[config.mk]
export PLATFORM = sky130hd
export DESIGN_NAME = proc_sequencer
export DESIGN_NICKNAME = d
export VERILOG_FILES = /design/src/rtl/proc_pkg.sv /design/src/rtl/proc_decoder.sv /design/src/rtl/proc_sequencer.sv
export SDC_FILE = /design/constraint.sdc
export NUM_CORES = 1
export LEC_CHECK = 0
export ABC_AREA = 1
export CAP_MARGIN = 20
export CORE_UTILIZATION = 50
export CTS_BUF_LIST = sky130_fd_sc_hd__clkbuf_8
export CTS_CLUSTER_DIAMETER = 80
export CTS_CLUSTER_SIZE = 40
export DETAILED_ROUTE_END_ITERATION = 10
export PLACE_DENSITY = 0.95
export SYNTH_ARGS = -nofsm -noshare
export SYNTH_HDL_FRONTEND = slang
export SYNTH_SLANG_ARGS = --single-unit
[constraint.sdc]
create_clock -name clk -period 2.65 [get_ports clk]
set_input_delay 0.53 -clock clk [delete_from_list [all_inputs] [get_ports clk]]
set_output_delay 0.53 -clock clk [all_outputs]
set_load 0.02 [all_outputs]
[src/rtl/proc_pkg.sv]
// Shared constants for the processor sequencer: opcodes, bus mux selects,
// ALU operations, sequencer state encoding and decoded instruction classes.
package proc_pkg;

    localparam logic [2:0] OP_MV  = 3'd0;
    localparam logic [2:0] OP_MVI = 3'd1;
    localparam logic [2:0] OP_ADD = 3'd2;
    localparam logic [2:0] OP_SUB = 3'd3;
    localparam logic [2:0] OP_AND = 3'd4;

    localparam logic [3:0] SEL_R0   = 4'd0;
    localparam logic [3:0] SEL_R1   = 4'd1;
    localparam logic [3:0] SEL_R2   = 4'd2;
    localparam logic [3:0] SEL_R3   = 4'd3;
    localparam logic [3:0] SEL_R4   = 4'd4;
    localparam logic [3:0] SEL_R5   = 4'd5;
    localparam logic [3:0] SEL_R6   = 4'd6;
    localparam logic [3:0] SEL_R7   = 4'd7;
    localparam logic [3:0] SEL_IMM  = 4'd8;
    localparam logic [3:0] SEL_RREG = 4'd9;
    localparam logic [3:0] SEL_IDLE = 4'd15;

    localparam logic [1:0] ALU_ADD  = 2'b00;
    localparam logic [1:0] ALU_SUB  = 2'b01;
    localparam logic [1:0] ALU_AND  = 2'b10;
    localparam logic [1:0] ALU_PASS = 2'b11;

    localparam logic [1:0] ST_IDLE = 2'd0;
    localparam logic [1:0] ST_T1   = 2'd1;
    localparam logic [1:0] ST_T2   = 2'd2;
    localparam logic [1:0] ST_T3   = 2'd3;

    typedef enum logic [1:0] {
        CLS_MOVE    = 2'd0,
        CLS_MOVI    = 2'd1,
        CLS_ALU     = 2'd2,
        CLS_ILLEGAL = 2'd3
    } op_class_e;

    function automatic logic [7:0] reg_onehot(input logic [2:0] idx);
        reg_onehot = 8'd1 << idx;
    endfunction

endpackage

[src/rtl/proc_decoder.sv]
// Combinational instruction decode: splits the latched IR into its class,
// destination write strobe, source index and the ALU operation for step T2.
module proc_decoder
    import proc_pkg::*;
(
    input  logic [15:7] ir_ctrl,
    output logic [1:0]  op_class,
    output logic        illegal,
    output logic [2:0]  rx_idx,
    output logic [7:0]  rx_onehot,
    output logic [2:0]  ry_idx,
    output logic [1:0]  alu_op
);

    logic [2:0] opcode;

    assign opcode    = ir_ctrl[15:13];
    assign rx_idx    = ir_ctrl[12:10];
    assign ry_idx    = ir_ctrl[9:7];
    assign rx_onehot = reg_onehot(ir_ctrl[12:10]);

    always_comb begin
        op_class = CLS_ILLEGAL;
        illegal  = 1'b1;
        alu_op   = ALU_PASS;
        case (opcode)
            OP_MV: begin
                op_class = CLS_MOVE;
                illegal  = 1'b0;
            end
            OP_MVI: begin
                op_class = CLS_MOVI;
                illegal  = 1'b0;
            end
            OP_ADD: begin
                op_class = CLS_ALU;
                illegal  = 1'b0;
                alu_op   = ALU_ADD;
            end
            OP_SUB: begin
                op_class = CLS_ALU;
                illegal  = 1'b0;
                alu_op   = ALU_SUB;
            end
            OP_AND: begin
                op_class = CLS_ALU;
                illegal  = 1'b0;
                alu_op   = ALU_AND;
            end
            default: begin
                op_class = CLS_ILLEGAL;
                illegal  = 1'b1;
            end
        endcase
    end

endmodule

[src/rtl/proc_sequencer.sv]
// Multi-cycle instruction sequencer: latches one instruction per run/ready
// handshake and steps T1..T3, driving bus select and register enables.
module proc_sequencer
    import proc_pkg::*;
#(
    parameter int DATA_W = 16,
    parameter int IMM_W  = 10,
    parameter int CNT_W  = 16
) (
    input  logic              clk,
    input  logic              resetn,
    input  logic              run,
    input  logic [DATA_W-1:0] iin,
    output logic              ready,
    output logic              done,
    output logic              illegal,
    output logic [3:0]        mux_select,
    output logic [7:0]        regs_write_enable,
    output logic [1:0]        alu_op,
    output logic              reg_A_enable,
    output logic              reg_R_enable,
    output logic [IMM_W-1:0]  imm_field,
    output logic [CNT_W-1:0]  instr_count
);

    logic [1:0]        state_q, state_d;
    logic [DATA_W-1:0] ir_q, ir_d;
    logic [CNT_W-1:0]  count_q, count_d;

    logic [1:0] dec_class;
    logic       dec_illegal;
    logic [2:0] dec_rx;
    logic [7:0] dec_rx_onehot;
    logic [2:0] dec_ry;
    logic [1:0] dec_alu_op;

    proc_decoder u_decoder (
        .ir_ctrl   (ir_q[15:7]),
        .op_class  (dec_class),
        .illegal   (dec_illegal),
        .rx_idx    (dec_rx),
        .rx_onehot (dec_rx_onehot),
        .ry_idx    (dec_ry),
        .alu_op    (dec_alu_op)
    );

    always_comb begin
        state_d = state_q;
        ir_d    = ir_q;
        count_d = count_q;
        case (state_q)
            ST_IDLE: begin
                if (run) begin
                    ir_d    = iin;
                    state_d = ST_T1;
                end
            end
            ST_T1:   state_d = (dec_class == CLS_ALU) ? ST_T2 : ST_IDLE;
            ST_T2:   state_d = ST_T3;
            default: state_d = ST_IDLE;
        endcase
        if (done) begin
            count_d = count_q + CNT_W'(1);
        end
    end

    always_ff @(posedge clk) begin
        if (!resetn) begin
            state_q <= ST_IDLE;
            ir_q    <= '0;
            count_q <= '0;
        end else begin
            state_q <= state_d;
            ir_q    <= ir_d;
            count_q <= count_d;
        end
    end

    // Controls are held at idle values whenever resetn is low, even mid-instruction.
    always_comb begin
        ready             = 1'b0;
        done              = 1'b0;
        illegal           = 1'b0;
        mux_select        = SEL_IDLE;
        regs_write_enable = 8'd0;
        alu_op            = ALU_ADD;
        reg_A_enable      = 1'b0;
        reg_R_enable      = 1'b0;
        if (resetn) begin
            case (state_q)
                ST_IDLE: ready = 1'b1;
                ST_T1: begin
                    case (dec_class)
                        CLS_MOVE: begin
                            mux_select        = {1'b0, dec_ry};
                            regs_write_enable = dec_rx_onehot;
                            done              = 1'b1;
                        end
                        CLS_MOVI: begin
                            mux_select        = SEL_IMM;
                            regs_write_enable = dec_rx_onehot;
                            done              = 1'b1;
                        end
                        CLS_ALU: begin
                            mux_select   = {1'b0, dec_rx};
                            reg_A_enable = 1'b1;
                        end
                        default: begin
                            done    = 1'b1;
                            illegal = dec_illegal;
                        end
                    endcase
                end
                ST_T2: begin
                    mux_select   = {1'b0, dec_ry};
                    alu_op       = dec_alu_op;
                    reg_R_enable = 1'b1;
                end
                default: begin
                    mux_select        = SEL_RREG;
                    regs_write_enable = dec_rx_onehot;
                    done              = 1'b1;
                end
            endcase
        end
    end

    assign imm_field   = ir_q[IMM_W-1:0];
    assign instr_count = count_q;

endmodule

==> reports/qor_table.md <==
| Parameter | Reported |
| --- | --- |
| Result of the run | finished clean |
| Core Area | 3440 um2 |
| Total via count after detailed routing | 2000 |
| Number of inserted diodes | 0 |
| Via count of the first global-routing pass | 1844 |
| H-tree levels | 2 |
| Post-CTS setup-driven buffer insertion count | 0 |
| Yosys warning count | 0 |
| Tally of unique sky130hd cells used after synthesis | 29 |
| Buffering stage count on the worst path with inverters included | 2 |
| # IOs | 64 |
| Most numerous cell types in the synthesized netlist | nor2_1, nand2_1, dfxtp_1, inv_1, nand3_1 |
| Netlist Area Pre-Place | 1850 um2 |
| Crit path top cell by count | nand2_1 |
| Number of instances in the synthesized netlist | 284 |
| Flop pwr share | 43.0% |
| Minimum period implied by the final worst setup slack | 2500 ps |
| P_int | 939 uW |
| Async set-reset flop share out of synthesis | 0% |
| Slew at the pin closest to its max-slew limit | 438 ps |
| Total clock buffers created by CTS | 5 |
| Cell chain of the critical path | inv_1, nand2_1, nand2_1, nor3_1, clkdlybuf4s50_1 |
| Aggregate routed wire length | 4590 um |
| Yosys reg bits | 34 |
| Post-Place Cell Area | 2510 um2 |
| Count of instances resized after the clock tree is built | 6 |
| Pin count of the biggest net entering global routing | 16 |
| Iter 0 DRT Violations | 150 |
| Count of library flops with an enable pin | 0 |
| Die footprint | 3950 um2 |
| Horizontal die size | 62.8 um |
| Latency at later pin | 280 ps |
| Kind of start point of the critical path | flip-flop |
| Port-buffer cells | 63 |
| Count of instantiated cells in the yosys netlist | 284 |
| Total number of placement rows | 21 |
| Kind of capture point of the worst setup path | primary output |
| Fraction of layout instances using a drive strength above 1 | 8.91% |
| Synth Area per Inst | 6.52 um2 |
| Via density per instance | 5.08 |
| Crit Path Class | flip-flop to primary output |
| Post-route cell area | 2610 um2 |
| Deepest clock path buffer count | 2 |
| Post-placement setup slack | -132 ps |
| Number of nets in the layout | 367 |
| Count leader, synth | nor2_1 |
| Overall overflow remaining after global route | 0 |
| Arrival time of the worst setup path | 1970 ps |
| Tightest slew margin relative to the limit | 70.5% |
| Post-CTS clock slew at the launch and capture registers of the worst setup and hold paths | 70 ps |
| Sequential element share of the synthesized area | 36.8% |
| CP required | 2120 ps |
| Number of nets at floorplan | 304 |
| Worst ir drop on vdd | 503 uV |
| Largest stage delay on the critical path | 620 ps |
| OpenROAD warnings | 26 |
| Number of antenna violations at the first check in global routing | 0 |
| TritonCTS clock tree | done |
| Final Hold Vio Count | 0 |
| Cell type with the largest total area after synthesis | dfxtp_1 |
| Fill cell count | 253 |
| Final Worst Setup Slack | 149 ps |
| DRC viols | 0 |
| Final clock period utilization by the worst path | 94.4% |
| Total Routing Usage GR | 24.9% |
| Share of the synthesized area in the top cell type | 36.8% |
| Class of the tightest hold or removal check | flip-flop to flip-flop |
| Switch share | 28.7% |
| DRT Pass-1 Iters | 4 |
| Net switching power of the design | 378 uW |
| Post-detail-place hpwl | 3500 um |
| Max Fclk | 0.400 GHz |
| RSZ-0062 raised after global routing | false |
| Leakage power | 0.00104 uW |
| Power Dens Cells | 505 nW/um2 |
==> per-layer routing <==
metal	GRT usage (%)	vias to the layer above	wire (um)
li1	-	1022	-
met1	29.7	902	1990
met2	44.0	65	2320
met3	4.56	11	208
met4	9.30	0	76
met5	0	-	0
==> per-stage QoR <==
stage	TNS (ps)	hold WS, ps	power [uW]	std cells
CTS	0	486	1320	394
finish	0	481	1320	394
detailed placement	-498	469	860	386
global placement	-153	462	856	386
global route	0	519	1380	394
floorplan	0	454	756	284
==> layout by cell type, fill, tap and decap left out, drive strengths merged <==
master          n
clkdlybuf4s50  57
xnor2           2
dfxtp          34
o31ai           1
o21ai          21
o2111ai         1
ha              1
nor3b           1
o21bai          2
nor3            7
a21oi          11
nor4            1
nand4           3
buf            10
nor2           71
clkbuf          5
xor2            1
a31oi           1
clkinv          1
clkinvlp        1
nand3          18
bufinv          1
inv            26
dlygate4sd2     6
nand2          65
==> path summary, 6_finish.rpt <==
kind / startpoint / endpoint / slack [ps] / depth (start not counted)
max reg2reg: instr_count[1] / instr_count[14] / 1020 / 8
max: state_q[1] / regs_write_enable[4] / 150 / 5
min reg2reg: ir_q[3] / ir_q[3] / 480 / 2
min: ir_q[3] / ir_q[3] / 480 / 2
==> registers in the layout, summed over array words and instances (netlist names) <==
| name | flops |
|---|---|
| state_q | 2 |
| instr_count | 16 |
| ir_q | 16 |
==> worst reg2reg max path, stage by stage (launching register included) <==
cell     delay, ps
dfxtp_1        400
ha_1           200
inv_1           80
nor3_1         400
nand2_1        120
nor2_2         150
nand3_1         80
nand2_1         60
nor2_1          40
==> power groups by stage <==
stage | Combinational [uW] | Sequential (uW) | Clock [uW]
6_report | 285 | 566 | 467
4_1_cts | 284 | 565 | 470
5_1_grt | 311 | 569 | 497
3_5_place_dp | 283 | 577 | 0
3_3_place_gp | 280 | 576 | 0
2_1_floorplan | 183 | 573 | 0
==> kinds of logic (layout without fill, tap and decap cells) <==
family,after synthesis,in the layout,synth area share (%)
xor gates and xnor gates,3,3,1.42
DFF,34,34,36.8
adders and majority gates,1,1,0.676
buffers and inverters,43,107,11.2
AOI/OAI and AO/OA,37,37,10.7
and+or+nand+nor,166,166,39.2
==> cell type report <==
type	instances	share of cell area, %
Clock buffer	5	2.64
Clock inverter	3	1.58
Inverter	26	3.88
Multi-Input combinational cell	207	36.9
Sequential cell	34	26.1
Tap cell	46	2.21
Timing Repair Buffer	73	26.7
congestion.png
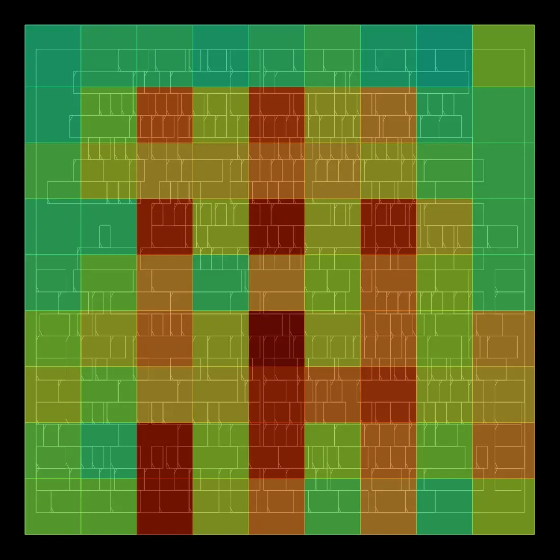
M3 GR Usage: 4.56%
GR Util met2: 44.0%
final core utilization: 75.8%
global-route met1 utilization: 29.7%
average wire per standard cell: 11.7 um

flops_by_reg.png
The bar under the picture is 20 um long. Other sequential cells in the stronger gray, the rest of the logic in the fainter gray.
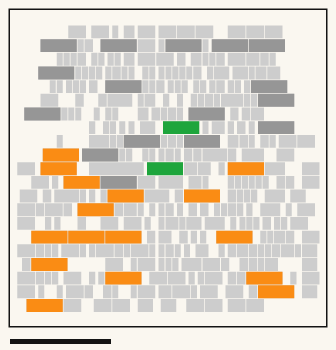
`state_q` -> green  # sequential cells 2
`ir_q` -> orange  # sequential cells 16
not colored = 16
register area: 681 um2
P_seq: 566 uW
fraction of standard cell area that is sequential: 26.1%

No activity file was given, so power comes from the tool's default toggle rates.
